$ cat src/rtl/conv_window_gen.sv
// rtl/conv_window_gen.sv - KxK sliding-window generator for a row-major pixel stream
// One window register, K-1 line buffers; the window is valid once row and col both reach K-1.
module conv_window_gen #(
   parameter int DATA_SIZE = 16,
   parameter int K         = 5,
   parameter int IMG_W     = 32,
   parameter int IMG_H     = 32
) (
   input  logic                       i_clk,
   input  logic                       i_rst,
   input  logic [DATA_SIZE-1:0]       i_pix_in,
   input  logic                       i_pix_valid,
   output logic                       o_pix_ready,
   output logic [DATA_SIZE*K*K-1:0]   o_win_out,
   output logic                       o_win_valid,
   input  logic                       i_win_ready,
   output logic                       o_frame_done
);

   localparam int CW = (IMG_W > 1) ? $clog2(IMG_W) : 1;
   localparam int RW = (IMG_H > 1) ? $clog2(IMG_H) : 1;
   localparam logic [CW-1:0] COL_LAST      = CW'(IMG_W - 1);
   localparam logic [CW-1:0] COL_FIRST_WIN = CW'(K - 1);
   localparam logic [RW-1:0] ROW_LAST      = RW'(IMG_H - 1);
   localparam logic [RW-1:0] ROW_FIRST_WIN = RW'(K - 1);

   logic [CW-1:0]        r_col;
   logic [RW-1:0]        r_row;
   logic [DATA_SIZE-1:0] r_line [K-1][IMG_W];
   logic [DATA_SIZE-1:0] r_win  [K][K];
   logic                 r_win_valid;
   logic                 r_frame_done;
   logic                 r_last_win;

   logic                 w_accept;
   logic                 w_win_hs;
   logic                 w_emit;
   logic                 w_frame_end;
   logic [DATA_SIZE-1:0] w_new_col [K];

   assign o_pix_ready = !r_win_valid || i_win_ready;
   assign w_accept    = i_pix_valid && o_pix_ready;
   assign w_win_hs    = r_win_valid && i_win_ready;
   assign w_emit      = w_accept && (r_row >= ROW_FIRST_WIN) && (r_col >= COL_FIRST_WIN);
   assign w_frame_end = (r_row == ROW_LAST) && (r_col == COL_LAST);

   // Oldest buffered row lands at the top of the new column, the live pixel at the bottom.
   always_comb begin
      for (int r = 0; r < K-1; r++) begin
         w_new_col[r] = r_line[K-2-r][r_col];
      end
      w_new_col[K-1] = i_pix_in;
   end

   always_ff @(posedge i_clk) begin
      if (w_accept) begin
         r_line[0][r_col] <= i_pix_in;
         for (int j = 1; j < K-1; j++) begin
            r_line[j][r_col] <= r_line[j-1][r_col];
         end
      end
   end

   always_ff @(posedge i_clk) begin
      if (i_rst) begin
         r_col        <= '0;
         r_row        <= '0;
         r_win_valid  <= 1'b0;
         r_frame_done <= 1'b0;
         r_last_win   <= 1'b0;
         for (int r = 0; r < K; r++) begin
            for (int c = 0; c < K; c++) begin
               r_win[r][c] <= '0;
            end
         end
      end else begin
         r_frame_done <= w_win_hs && r_last_win;
         if (w_accept) begin
            for (int r = 0; r < K; r++) begin
               for (int c = 0; c < K-1; c++) begin
                  r_win[r][c] <= r_win[r][c+1];
               end
               r_win[r][K-1] <= w_new_col[r];
            end
            if (r_col == COL_LAST) begin
               r_col <= '0;
               r_row <= (r_row == ROW_LAST) ? '0 : r_row + 1'b1;
            end else begin
               r_col <= r_col + 1'b1;
            end
         end
         // A freshly loaded window wins over the handshake that retires the old one.
         if (w_emit) begin
            r_win_valid <= 1'b1;
            r_last_win  <= w_frame_end;
         end else if (w_win_hs) begin
            r_win_valid <= 1'b0;
         end
      end
   end

   for (genvar gr = 0; gr < K; gr++) begin : g_row
      for (genvar gc = 0; gc < K; gc++) begin : g_col
         assign o_win_out[DATA_SIZE*(K*K-(gr*K+gc))-1 -: DATA_SIZE] = r_win[gr][gc];
      end
   end

   assign o_win_valid  = r_win_valid;
   assign o_frame_done = r_frame_done;

endmodule
$ cat config.mk
export PLATFORM = sky130hd
export DESIGN_NAME = conv_window_gen
export DESIGN_NICKNAME = d
export VERILOG_FILES = /design/src/rtl/conv_window_gen.sv
export SDC_FILE = /design/constraint.sdc
export NUM_CORES = 2
export LEC_CHECK = 0
export CORE_MARGIN = 10
export CORE_UTILIZATION = 29
export CTS_CLUSTER_SIZE = 20
export DETAILED_ROUTE_END_ITERATION = 7
export HOLD_SLACK_MARGIN = 0.03
export PLACE_DENSITY_LB_ADDON = 0.05
export RECOVER_POWER = 25
export SLEW_MARGIN = 20
export SYNTH_ARGS = -nofsm -noshare
export SYNTH_HDL_FRONTEND = slang
export SYNTH_SLANG_ARGS = --single-unit
$ cat constraint.sdc
create_clock -name i_clk -period 15.4 [get_ports i_clk]
set_input_delay 3.85 -clock i_clk [delete_from_list [all_inputs] [get_ports i_clk]]
set_output_delay 3.85 -clock i_clk [all_outputs]
set_load 0.02 [all_outputs]
**Wire density map**

Drawn at 0.5 px/um. 29 x 29 tiles, from dark blue (low) to red (high), scaled to the fullest tile. Values are wire area over tile area, all layers added.
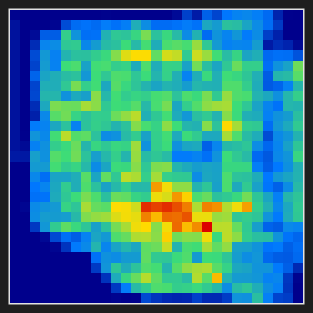
nearly empty tiles: 13%
emptiest ninth of the die: south-west
mean over tiles: 0.14
overall fraction of global-route tracks in use: 0.172
WL per Instance: 30.7 um
overall via count from detail_route: 48100

**Metal 2**

Drawn at 1 px/um. Cells faint in the background.
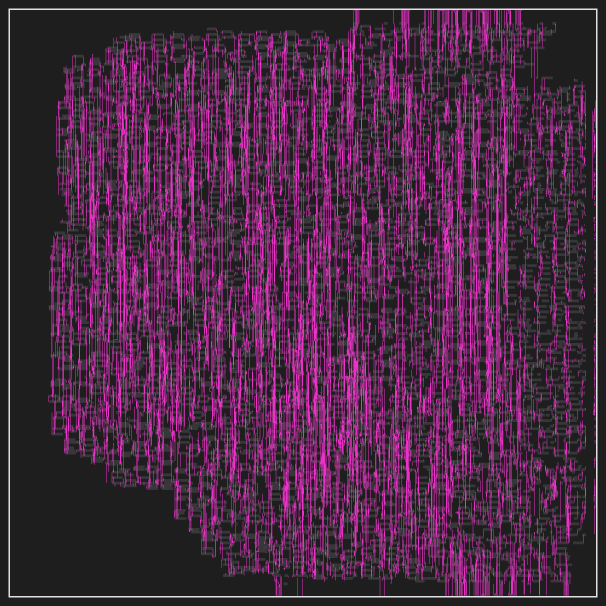
longest straight run: 218 um
main direction: vertical
nets with wire on the layer: 4441
share of all routed wire: 45%
met2 capacity usage during global routing: 0.267
post-detailed-routing wire length: 307000 um

**Signal wires on met3**

Drawn at 1 px/um. Cells faint in the background.
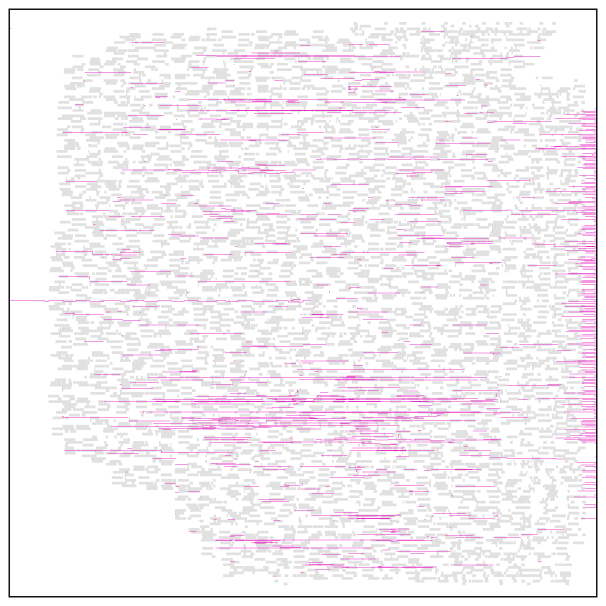
main direction: horizontal
longest straight run: 337 um
met3 Usage GRT: 0.0383

**Congestion heat map**

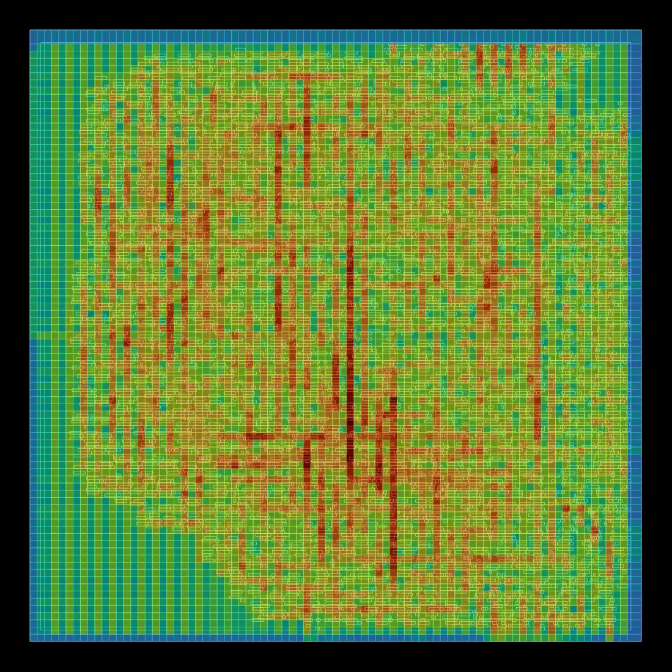
layer with the highest usage: met2
core occupancy in the finished layout: 0.350
global routing usage on met1: 0.245

**Pin map**

Pins as bars across the die edge, other pins in gray.
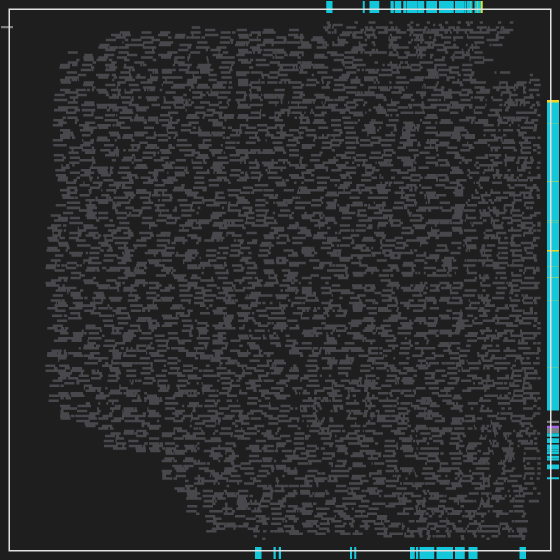
| color | port | pins | direction | edge |
|---|---|---|---|---|
| yellow | i_pix_in | 16 | input | 12 east, 4 north |
| cyan | o_win_out | 400 | output | 251 east, 77 north, 72 south |
| purple | o_pix_ready | 1 | output | east |
chip width: 586 um
input/output buffers: 422
height of the die: 586 um

==> final timing paths <==
| check | startpoint | endpoint | slack (ns) | depth (start not counted) |
|---|---|---|---|---|
| min reg2reg | r_row[4]$_SDFFE_PP0P_ | r_row[4]$_SDFFE_PP0P_ | 0.48 | 2 |
| min | r_row[4]$_SDFFE_PP0P_ | r_row[4]$_SDFFE_PP0P_ | 0.48 | 2 |
| max reg2reg | r_col[1]$_SDFFE_PP0P_ | r_line[3][278]$_DFFE_PP_ | 4.24 | 7 |
| max | r_col[1]$_SDFFE_PP0P_ | r_line[3][278]$_DFFE_PP_ | 4.24 | 7 |
==> worst max-delay path, stage by stage, from the launching register on <==
cell and delay [ns]:
dfxtp_1 2.08, clkbuf_1 2.63, buf_12 0.52, clkbuf_1 2.72
mux2i_1 0.39, o22ai_1 0.28, nor4_2 0.86, nand2_2 0.76
==> power by group through the flow <==
| stage | logic (mW) | registers [mW] | clock network (mW) |
|---|---|---|---|
| 6_report | 1.01 | 7.70 | 6.39 |
| 5_1_grt | 1.08 | 7.71 | 6.87 |
| 3_5_place_dp | 1.04 | 7.84 | 0 |
| 4_1_cts | 1.04 | 7.70 | 6.61 |
| 3_3_place_gp | 1.03 | 7.83 | 0 |
| 2_1_floorplan | 0.397 | 7.90 | 0 |
==> cell usage in the layout, fill, tap and decap left out, drive strengths merged, types with 5 or more instances in the layout <==
cell,count
edfxtp,2448
mux2i,1025
o22ai,512
clkbuf,434
clkdlybuf4s50,404
and2,338
buf,139
nor4,112
clkinv,108
nor2,64
nand2,62
a21oi,58
a31oi,18
inv,17
dfxtp,13
diode,8
ha,8
nand3,6
nand4bb,6
bufinv,6
dlygate4sd3,5
or4b,5
==> sequential cells by signal, indices dropped and copies added, names as in the netlist <==
signal / flops
o_frame_done: 1
o_win_valid: 1
r_col: 5
r_last_win: 1
r_line: 2048
r_row: 5
r_win: 400
==> metrics by stage <==
| step | cell area [um2] | utilization | power [mW] | instances |
|---|---|---|---|---|
| floorplan | 92900 | - | 8.30 | 4995 |
| global route | 111000 | 0.350 | 15.7 | 10000 |
| global placement | 103000 | 0.323 | 8.86 | 9485 |
| CTS | 112000 | 0.350 | 15.3 | 10000 |
| finish | 111000 | 0.350 | 15.1 | 10000 |
| detailed placement | 103000 | 0.323 | 8.87 | 9487 |
==> layout make-up <==
class	instances	area [um2]	share of cell area
inverter	4	15.0	0.000135
sequential	2461	73800	0.662
timing repair buffer	597	5440	0.0489
clock buffer	385	7840	0.0704
antenna	8	20.0	0.000180
clock inverter	128	835	0.00749
multi-input combinational	2247	18200	0.164
tap	4180	5230	0.0470
==> logic make-up after synthesis <==
family                   share of synthesized area
AND-OR/OR-AND                               0.0393
XOR/XNOR                                 0.0000943
adder cells (fa/ha/maj)                    0.00108
buffers and inverters                       0.0158
flip-flops                                   0.794
multiplexers                                 0.110
AND/OR/NAND/NOR                             0.0393
==> routing by layer <==
layer,global-route usage,up-vias,routed length [um]
met4,0.0431,16,8260
li1,-,21200,-
met3,0.0383,380,19600
met5,0,-,103
met2,0.267,1364,138000
met1,0.245,25100,142000
==> flow_metrics.env <==
# source this file to load flow results
export IMPL_outcome="finished with violations"
export IMPL_violations="capacitance limit, slew limit"
export IMPL_yosys_cell_types_count=39
export IMPL_setup_tns_final_ns=0
export IMPL_number_of_flops_mapped_to_enable_cells_by_yosys=2448
export IMPL_cts_resized=0
export IMPL_synth_ff_latch_count=2461
export IMPL_rsz_0062_raised_after_global_routing="false"
export IMPL_critPathMaxFanout=85
export IMPL_design_final_nets=5630
export IMPL_worst_ir_drop_vdd_v=0.0000753
export IMPL_num_rows=207
export IMPL_cts_buffers_inserted=291
export IMPL_postCtsHoldBufs=0
export IMPL_cts_root_buf="clkbuf_16"
export IMPL_seq_power_share=0.510
export IMPL_netlist_top_cells_count="edfxtp_1 (2448), mux2i_1 (1025), o22ai_1 (509)"
export IMPL_clkTransAtPathRegs_ns=0.06
export IMPL_post_layout_min_period_ns=11.16
export IMPL_ys_seq_share=0.794
export IMPL_clockBufferDepth=4
export IMPL_yosys_stat_cells=4995
export IMPL_yosysChipArea_um2=92900
export IMPL_drc_errors=0
export IMPL_finClkSkew_ns=0.0425
export IMPL_grt_pass1_vias=48400
export IMPL_post_synth_instance_area_um2=92900
export IMPL_insertion_delay_ns=0.89
export IMPL_ant_nets=0
export IMPL_grt_first_pass_wirelength_um=416000
export IMPL_place_congestion=0.726
export IMPL_die_footprint_um2=343000
export IMPL_timing_worst_slew_pin_value_ns=3.81
export IMPL_max_freq_mhz=89.6
export IMPL_finalSetupViolations=0
export IMPL_power_frac_comb=0.067
export IMPL_share_clk_of_total_power=0.423
export IMPL_async_reset_ff_frac=0
export IMPL_average_cell_area_after_synthesis_um2=18.6
export IMPL_layout_drive_gt1_share=0.102
export IMPL_worstPathArrival_ns=11.52
export IMPL_hold_slack_ns=0.477
export IMPL_floorplan_nets=5023
export IMPL_leakage_power_figure_nw=34.4
export IMPL_worst_setup_path_type="flip-flop to flip-flop"
export IMPL_number_of_filler_cells_placed_in_the_layout=30000
export IMPL_net_switching_power_mw=3.51
export IMPL_setup_worst_path_start_class="flip-flop"
export IMPL_min_delay_path_class="flip-flop to flip-flop"
export IMPL_slew_headroom=-1.54
export IMPL_critical_path_endpoint_type="flip-flop"
export IMPL_powerDensity_nw_per_um2=136
export IMPL_io_pins=423
export IMPL_final_max_slew_violation_count=1580
export IMPL_preCtsSetupSlack_ns=6.27
export IMPL_antenna_found_initial=35
export IMPL_grt_overflow_total=0
export IMPL_fp_utilization=0.292
export IMPL_cts_sinks=2461
export IMPL_syn_to_final_growth_pct=19.9
export IMPL_dpl_hpwl_um=183000
export IMPL_intPower_mw=11.6
export IMPL_grt_start_max_net_pins=130
export IMPL_maxCapViolCount=50
export IMPL_warnings=41
export IMPL_synth_top_area_share=0.791
export IMPL_area_leaders="edfxtp_1 (79%), mux2i_1 (11%), o22ai_1 (3.4%)"
export IMPL_syn_inst=4995
Power is estimated from default activity; no workload was simulated.
